**config.mk**
```make
export PLATFORM = sky130hd
export DESIGN_NAME = reg_arbiter
export DESIGN_NICKNAME = d
export VERILOG_FILES = /design/src/rtl/reg_arbiter.sv
export SDC_FILE = /design/constraint.sdc
export NUM_CORES = 1
export LEC_CHECK = 0
export ABC_AREA = 0
export CORE_MARGIN = 2
export CORE_UTILIZATION = 44
export DETAILED_ROUTE_END_ITERATION = 10
export HOLD_SLACK_MARGIN = 0.03
export PLACE_DENSITY_LB_ADDON = 0.15
export SLEW_MARGIN = 20
export SYNTH_ARGS = -nofsm -noshare
export SYNTH_HDL_FRONTEND = slang
export SYNTH_SLANG_ARGS = --single-unit
```
**constraint.sdc**
```tcl
create_clock -name clk -period 2.3 [get_ports clk]
set_input_delay 0.46 -clock clk [delete_from_list [all_inputs] [get_ports clk]]
set_output_delay 0.46 -clock clk [all_outputs]
set_load 0.03 [all_outputs]
```
**src/rtl/reg_arbiter.sv**
```systemverilog
// Two-port register-bank arbiter: a stall-free strobe port (0) with a one-entry buffer
// and a request/grant port (1), round-robin shared onto a single register bus.
module reg_arbiter #(
    parameter int ADDR_W = 6,
    parameter int DATA_W = 8
) (
    input  logic              clk,
    input  logic              rst_n,
    input  logic              p0_read,
    input  logic              p0_write,
    input  logic [ADDR_W-1:0] p0_addr,
    input  logic [DATA_W-1:0] p0_wdata,
    output logic [DATA_W-1:0] p0_rdata,
    output logic              p0_rvalid,
    output logic              p0_overrun,
    input  logic              p0_ovr_clr,
    input  logic              p1_req,
    input  logic              p1_we,
    input  logic [ADDR_W-1:0] p1_addr,
    input  logic [DATA_W-1:0] p1_wdata,
    output logic              p1_gnt,
    output logic [DATA_W-1:0] p1_rdata,
    output logic              p1_rvalid,
    output logic              bus_read,
    output logic              bus_write,
    output logic [ADDR_W-1:0] bus_addr,
    output logic [DATA_W-1:0] bus_wdata,
    input  logic [DATA_W-1:0] bus_rdata
);

    typedef enum logic [1:0] {IDLE, ISSUE, RDWAIT} state_t;

    state_t            state_q, state_d;
    logic              owner_q;       // 1 = port 1 owns the current access
    logic              last_grant_q;  // 1 = port 1 was served last
    logic              we_q;
    logic              sel, sel_p1;

    logic              buf_valid_q, buf_we_q;
    logic [ADDR_W-1:0] buf_addr_q;
    logic [DATA_W-1:0] buf_wdata_q;

    logic              p0_strobe, p0_consume, p0_accept, p0_drop;

    assign p0_strobe  = p0_read | p0_write;
    assign p0_consume = (state_q == ISSUE) && !owner_q;
    assign p0_accept  = p0_strobe && (!buf_valid_q || p0_consume);
    // A simultaneous read+write is still accepted (as a write) but is flagged as a loss.
    assign p0_drop    = (p0_strobe && !p0_accept) || (p0_read && p0_write);

    // NOTE: sequential state uses non-blocking assignments so every register samples
    // pre-edge values regardless of block ordering.
    always_ff @(posedge clk or negedge rst_n) begin
        if (!rst_n) begin
            state_q <= IDLE;
        end else begin
            state_q <= state_d;
        end
    end

    // NOTE: every combinational output gets a default before the case, so no path
    // leaves a variable unassigned and no latch is inferred.
    always_comb begin
        state_d = state_q;
        sel     = 1'b0;
        sel_p1  = 1'b0;
        case (state_q)
            IDLE: begin
                if (buf_valid_q || p1_req) begin
                    sel     = 1'b1;
                    sel_p1  = p1_req && (!buf_valid_q || !last_grant_q);
                    state_d = ISSUE;
                end
            end
            ISSUE:   state_d = we_q ? IDLE : RDWAIT;
            RDWAIT:  state_d = IDLE;
            default: state_d = IDLE;
        endcase
    end

    always_ff @(posedge clk or negedge rst_n) begin
        if (!rst_n) begin
            owner_q      <= 1'b0;
            last_grant_q <= 1'b1;
            we_q         <= 1'b0;
            bus_addr     <= '0;
            bus_wdata    <= '0;
        end else if (sel) begin
            owner_q      <= sel_p1;
            last_grant_q <= sel_p1;
            we_q         <= sel_p1 ? p1_we    : buf_we_q;
            bus_addr     <= sel_p1 ? p1_addr  : buf_addr_q;
            bus_wdata    <= sel_p1 ? p1_wdata : buf_wdata_q;
        end
    end

    assign bus_read  = (state_q == ISSUE) && !we_q;
    assign bus_write = (state_q == ISSUE) && we_q;
    assign p1_gnt    = (state_q == ISSUE) && owner_q;

    always_ff @(posedge clk or negedge rst_n) begin
        if (!rst_n) begin
            buf_valid_q <= 1'b0;
            buf_we_q    <= 1'b0;
            buf_addr_q  <= '0;
            buf_wdata_q <= '0;
        end else if (p0_accept) begin
            buf_valid_q <= 1'b1;
            buf_we_q    <= p0_write;
            buf_addr_q  <= p0_addr;
            buf_wdata_q <= p0_wdata;
        end else if (p0_consume) begin
            buf_valid_q <= 1'b0;
        end
    end

    // Set wins over clear so a drop in the clearing cycle is never lost.
    always_ff @(posedge clk or negedge rst_n) begin
        if (!rst_n) begin
            p0_overrun <= 1'b0;
        end else if (p0_drop) begin
            p0_overrun <= 1'b1;
        end else if (p0_ovr_clr) begin
            p0_overrun <= 1'b0;
        end
    end

    always_ff @(posedge clk or negedge rst_n) begin
        if (!rst_n) begin
            p0_rdata  <= '0;
            p1_rdata  <= '0;
            p0_rvalid <= 1'b0;
            p1_rvalid <= 1'b0;
        end else begin
            p0_rvalid <= (state_q == RDWAIT) && !owner_q;
            p1_rvalid <= (state_q == RDWAIT) && owner_q;
            if (state_q == RDWAIT) begin
                if (owner_q) p1_rdata <= bus_rdata;
                else         p0_rdata <= bus_rdata;
            end
        end
    end

endmodule

```
**Run 1: logic cells by family**

Scale: 4 px per µm.
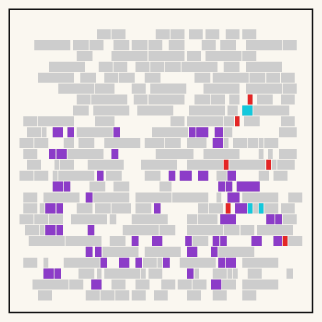
Key: purple = aoi and oai cells [cells 54]; red = inv cells [cells 6, most used inv_1, where east]; cyan = nand cells [cells 3, most used nand2_1]

**Run 1: congestion heat map**

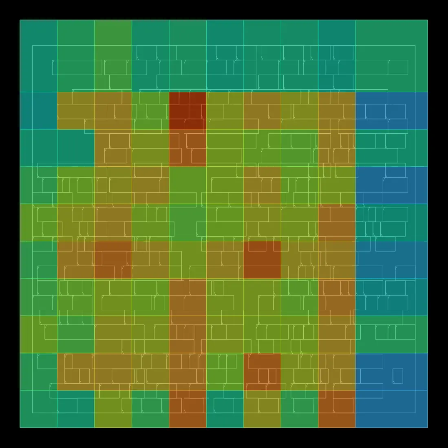
busiest grt layer: met2
DR WL/cell: 15.4 µm
Global Route met1 Usage: 27.8%
Core Util, Final: 66.5%
met3 usage: 4.10%

**Run 1: clock distribution**

Scale: 6 px per µm.
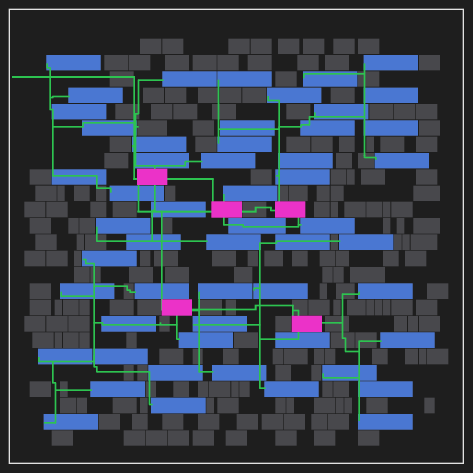
Key: blue = flip-flops [count 54]; magenta = clock-net drivers [count 5]; green = clock wires [length 583 µm]
Position of the flops: all over the die. There are 6 routed clock nets.

**Run 1: wires at chosen ports, followed through buffers**

Scale: 6 px per µm.
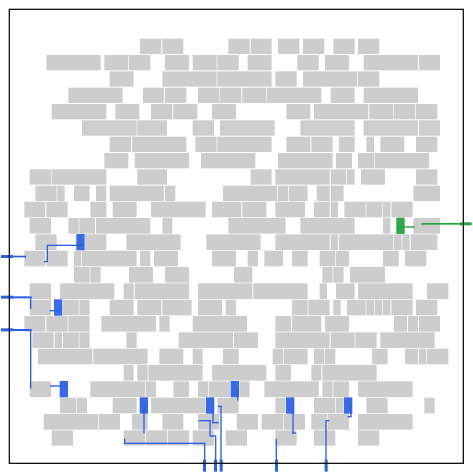
Key: green = bus_read [bits 1, direction output, end cells 1, buffers 1, wire 9.50 µm]; blue = p1_wdata [bits 8, direction input, end cells 8, buffers 8, wire 98.6 µm]

==> run notes, run 1 <==
yosys + openroad results -> outcome completed, clock skew 0.00459 ns, Crit Path Max Fanout 6, pre-CTS setup slack 0.272 ns, critical-path cell list or2b_1 -> nor2_1 -> dlymetal6s2s_1, Latency at later pin 0.30 ns, Die Area 0.00569 mm², Total Wirelength 5080 µm, global-route wire length before repair 8070 µm, max-cap violations 0, area of the core 0.00482 mm², Global Route Usage Sum 18.8%, number of antenna diodes 0, Pre-antenna DRT Iters 4, Log Warnings 26, reg2reg start state_q[1], setup ws final 0.446 ns, crit path capture type output pin, total global routing overflow 0, Cell Pwr Density 1470 mW/mm², # setup viols final 0, clock tree root driver cell clkbuf_8, largest net degree at the start of global routing 26, Clock H-tree levels 2, Clock Sinks 54, Cell Area, Placed 0.00310 mm², Cell Area, Synth 0.00224 mm², power share of the combinational group 52.9%, clock transition at the registers of the reported paths 0.09 ns, Top-Level Pins 79, Floorplan Nets 225, Final Max Tran Viols 0, YS chip area 0.00224 mm², Tot Pwr 4.71 mW, LEAKAGE 1.38 nW, DRC viols 0, post-route ant nets 0, worst hold path class input pin to async pin, Sw Ratio 40.3%, Max Clk Rate 539 MHz, Mapped Cells 182, row cnt 25, Psw 1.90 mW, post-route clock period utilization 80.6%, number of buffers created by CTS 5, crit path from state_q[1], CP required 1.84 ns, Slew Limit Headroom 38.1%, die height 75.4 µm, Crit-path slowest cell dfrtp_1, CP Launch Type flop, MI comb area 821 µm², DR vias/cell 5.17
run 1: cells in the final DEF, fill, tap and decap left out, drive strengths merged, types with 2 or more instances in the layout:
| master | count |
|---|---|
| dfrtp | 53 |
| clkbuf | 6 |
| o31ai | 12 |
| buf | 7 |
| clkdlybuf4s50 | 74 |
| a211oi | 2 |
| a2bb2oi | 2 |
| inv | 6 |
| mux2 | 30 |
| nand2 | 2 |
| dlymetal6s2s | 3 |
| nor2 | 19 |
| o21ai | 15 |
| o22ai | 3 |
| a21oi | 15 |
| a21boi | 2 |
run 1: layout make-up:
cell class | count | share of cell area [%]
clock buffers | 6 | 2.58
clock inverters | 2 | 0.391
inverters | 6 | 0.703
multi-input cells | 112 | 25.6
flip-flops and latches | 54 | 42.2
well taps | 67 | 2.62
repair buffers | 84 | 25.9
run 1: metal layers:
layer  part of all wire [%]  global-route usage [%]  wire (µm)
met5                      0                       0          0
met4                   0.65                    3.51         33
met3                    5.0                    4.10        253
met2                     48                    29.3       2420
met1                     47                    27.8       2370
run 1: Yosys cell counts, drive strengths merged:
| library cell | instances | share of area, % |
|---|---|---|
| a211oi | 2 | 0.67 |
| a21bo | 1 | 0.45 |
| a21boi | 2 | 0.84 |
| a21oi | 15 | 3.8 |
| a22o | 1 | 0.39 |
| a2bb2oi | 2 | 0.78 |
| a31oi | 1 | 0.28 |
| buf | 4 | 1.2 |
| clkbuf | 6 | 1.0 |
| dfrtp | 53 | 59 |
| dfstp | 1 | 1.2 |
| inv | 6 | 1.0 |
| mux2 | 30 | 15 |
| nand2 | 2 | 0.33 |
| nand3b | 1 | 0.33 |
| nor2 | 19 | 3.2 |
| nor3b | 1 | 0.33 |
| o21ai | 15 | 3.3 |
| o221ai | 1 | 0.39 |
| o22ai | 3 | 0.84 |
| o2bb2ai | 1 | 0.39 |
| o31ai | 12 | 4.0 |
| or2 | 1 | 0.28 |
| or2b | 1 | 0.33 |
| or3b | 1 | 0.50 |
run 1: stage by stage:
step	std cells	hold WS [ns]
after CTS	331	0.152
after global placement	323	0.445
after floorplan	182	0.164
after global routing	331	0.173
after detailed placement	323	0.441
final	331	0.134
run 1: final timing paths:
kind	end	slack (ns)	cells after the start
setup / recovery	p1_gnt	0.45	3
hold / removal	bus_wdata[7]	0.13	1
setup reg to reg	buf_wdata_q[2]	0.45	3
hold reg to reg	state_q[1]	0.46	1
max in group asynchronous	p1_rdata[7]	1.51	2
min in group clk	state_q[1]	0.46	1
run 1: cells by family (layout without fill, tap and decap cells):
kind of cell	Yosys count	in the layout	share of synthesized area, %
AND-OR/OR-AND	56	56	16.2
flip-flops	54	54	60.3
buffers and inverters	16	98	3.18
multiplexers	30	30	15.0
AND/OR/NAND/NOR	26	26	5.30
run 1: power by group through the flow:
| stage | Clock (mW) | Combinational (mW) | Sequential [mW] |
|---|---|---|---|
| after CTS | 0.560 | 2.53 | 1.68 |
| after floorplan | 0 | 1.04 | 2.20 |
| final | 0.541 | 2.49 | 1.68 |
| after detailed placement | 0 | 2.52 | 1.69 |
| after global placement | 0 | 2.47 | 1.68 |
| after global routing | 0.606 | 2.67 | 1.73 |
==> inputs of run 2 (changes only) <==
--- a/config.mk
+++ b/config.mk
@@ -7,7 +7,7 @@
 export LEC_CHECK = 0
 export ABC_AREA = 0
 export CORE_MARGIN = 2
-export CORE_UTILIZATION = 44
+export CORE_UTILIZATION = 40
 export DETAILED_ROUTE_END_ITERATION = 10
 export HOLD_SLACK_MARGIN = 0.03
 export PLACE_DENSITY_LB_ADDON = 0.15
==> constraint.sdc (replaced) <==
create_clock -name clk -period 1.68 [get_ports clk]
set_input_delay 0.336 -clock clk [delete_from_list [all_inputs] [get_ports clk]]
set_output_delay 0.336 -clock clk [all_outputs]
set_load 0.03 [all_outputs]
**Run 2: congestion heat map**

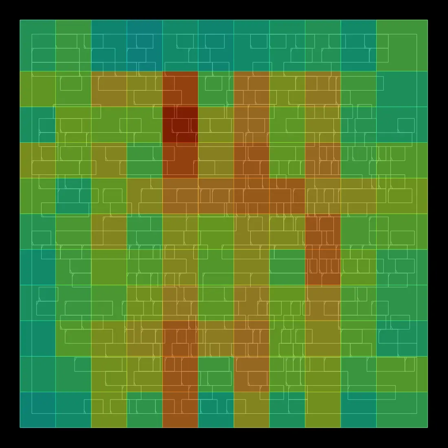
global-route met2 utilization: 28.6%
Global Route Usage Sum: 17.6%

==> run notes, run 2 <==
yosys + openroad results -> outcome complete, but fails checks, failing checks negative setup slack, top-count cell post-synth dfrtp_1, die height 78.9 µm (+4.6%), post-route ant nets 0 (unchanged), leading area contributor after synthesis dfrtp_1, Synth warnings 0, maximum clock path buffer count 2, LEAKAGE 1.54 nW (+12%), Log Warnings 28 (+7.7%), Floorplan Nets 225 (unchanged), Post-synth top cells dfrtp_1, mux2_2, nor2_1, Fillers 466, worst hold path class flop to flop, CTS tree done, # setup viols final 3 (+3), Final Max Tran Viols 0 (unchanged), DR WL/cell 15.1 µm (-1.7%), area growth from synthesis to layout 48.9%, Clock H-tree levels 2 (unchanged), Fin Hold WS 0.452 ns (+0.318 ns), crit path capture type output pin, Mapped Avg Cell Area 12.3 µm², row cnt 27 (+8.0%), DRC viols 0 (unchanged), max-cap violations 0 (unchanged), FP Util 41.0%, global-route wire length before repair 8470 µm (+4.9%), Top-Level Pins 79 (unchanged), MI comb area 821 µm² (unchanged), Die Area 0.00623 mm² (+9.5%), clock skew 0.00739 ns (+0.00281 ns), Core Util, Final 61.1% (-5.4 points), CP required 1.34 ns (-0.50 ns), clock transition at the registers of the reported paths 0.10 ns (about the same), Slew @ Worst Pin 0.462 ns, post-route clock period utilization 101%, setup ws final -0.0167 ns (-0.463 ns), most frequent cells in the layout dfrtp_1, clkdlybuf4s50_1, mux2_2, Latency at later pin 0.30 ns (about the same), initial antenna violation count 0, most frequent logic cell in the layout dfrtp_1, dpl cells 337 (+4.3%), via count 1,758, Hold Crit Depth 1, Max Clk Rate 589 MHz, Cell Area, Synth 0.00224 mm² (unchanged), Clock Sinks 54 (unchanged), Final Hold Violating Endpoints 0, Reg2Reg Depth 4 (+1), number of antenna diodes 0 (unchanged), ys flop type dfrtp_1, number of enable flip-flop cells 0 (unchanged), biggest area cells dfrtp_1, mux2_2, o31ai_1, o21ai_0, nor2_1, total global routing overflow 0 (unchanged), pre-CTS setup slack 0.00175 ns (-0.271 ns), sequential area share after synthesis 60.3%, Yosys Instances 182, Pre-antenna DRT Iters 4 (unchanged), Total Wirelength 5270 µm (+3.7%), Top-area cell share 59.1% (unchanged), Mapped Cells 182 (unchanged), Crit Path Max Fanout 4 (-2), CP Launch Type flop, port buffer count 78, YS chip area 0.00224 mm² (unchanged), Tmin final 1.70 ns, layout cells sized above 1 23.5%, Flops after synth 54, clock tree root driver cell clkbuf_8, Cell Pwr Density 1950 mW/mm² (+32%), DR vias/cell 5.04 (-2.5%), largest net degree at the start of global routing 55 (+110%), Slew Limit Headroom 69.1% (+31 points), number of buffers created by CTS 5 (unchanged), area of the core 0.00547 mm² (+14%), DP HPWL 3730 µm, FFs w/ async S/R, synth 100% (unchanged), Initial DRC Count 79, Synth cell types 28, Chip Width 78.9 µm, Placer Congestion 0.825, RSZ-0062 raised after global routing yes, Finished Layout Cells 349 (+5.4%)
-- run 2: cell counts after synthesis --
Identical to the previous run, type by type.
-- run 2: power by group --
group          switching, mW  internal (mW)
clock                  0.421          0.445
sequential             0.326           1.95
combinational           1.87           1.50
-- run 2: area by class of cell --
cell class | instances | share of cell area (%)
sequential | 54 | 40.5
clock buffer | 6 | 2.17
tap | 72 | 2.70
timing repair buffer | 97 | 28.3
clock inverter | 2 | 1.12
inverter | 6 | 0.674
multi-input combinational | 112 | 24.6
-- run 2: final timing paths --
check | start | endpoint | slack [ns]
max | state_q[1] | bus_read | -0.02
min | we_q | state_q[1] | 0.45
max reg2reg | owner_q | buf_addr_q[0] | 0.04
min reg2reg | we_q | state_q[1] | 0.45
max in group asynchronous | rst_n | last_grant_q | 0.85
min in group asynchronous | rst_n | buf_wdata_q[1] | 0.54
-- run 2: kinds of logic (layout without fill, tap and decap cells) --
family,Yosys count,after routing,share of synthesized area (%)
DFF,54,54,60.3
buffers and inverters,16,111,3.18
AOI/OAI and AO/OA,56,56,16.2
muxes,30,30,15.0
and+or+nand+nor,26,26,5.30
-- run 2: worst max-delay path, stage by stage (launching register included) --
cell and delay (ns):
dfrtp_1 0.41, buf_6 0.12, or2b_1 0.25, nor2_1 0.11
buf_4 0.16
-- run 2: what timing repair did --
action                                  4_1_cts  5_1_grt
buffers inserted                              1        2
hold endpoints to repair                     53        0
pin swaps                                     2        3
resized                                      24        8
endpoints found under the setup margin       26       23
hold buffers                                  1        0
-- run 2: metrics by stage --
step                TNS, ns  power (mW)  cell area, µm²
floorplan                 0        4.44            2240
CTS                 -0.0533        6.55            3310
global placement          0        5.81            3200
global route         -0.279        6.91            3340
detailed placement        0        5.87            3200
finish              -0.0351        6.50            3340
-- run 2: metal layers --
| layer | track usage (%) | vias up | wire (µm) |
|---|---|---|---|
| li1 | - | 838 | - |
| met1 | 23.3 | 856 | 2340 |
| met2 | 28.6 | 58 | 2560 |
| met3 | 4.77 | 6 | 311 |
| met4 | 4.66 | 0 | 56 |
| met5 | 0 | - | 0 |
No activity file was given, so power comes from the tool's default toggle rates.
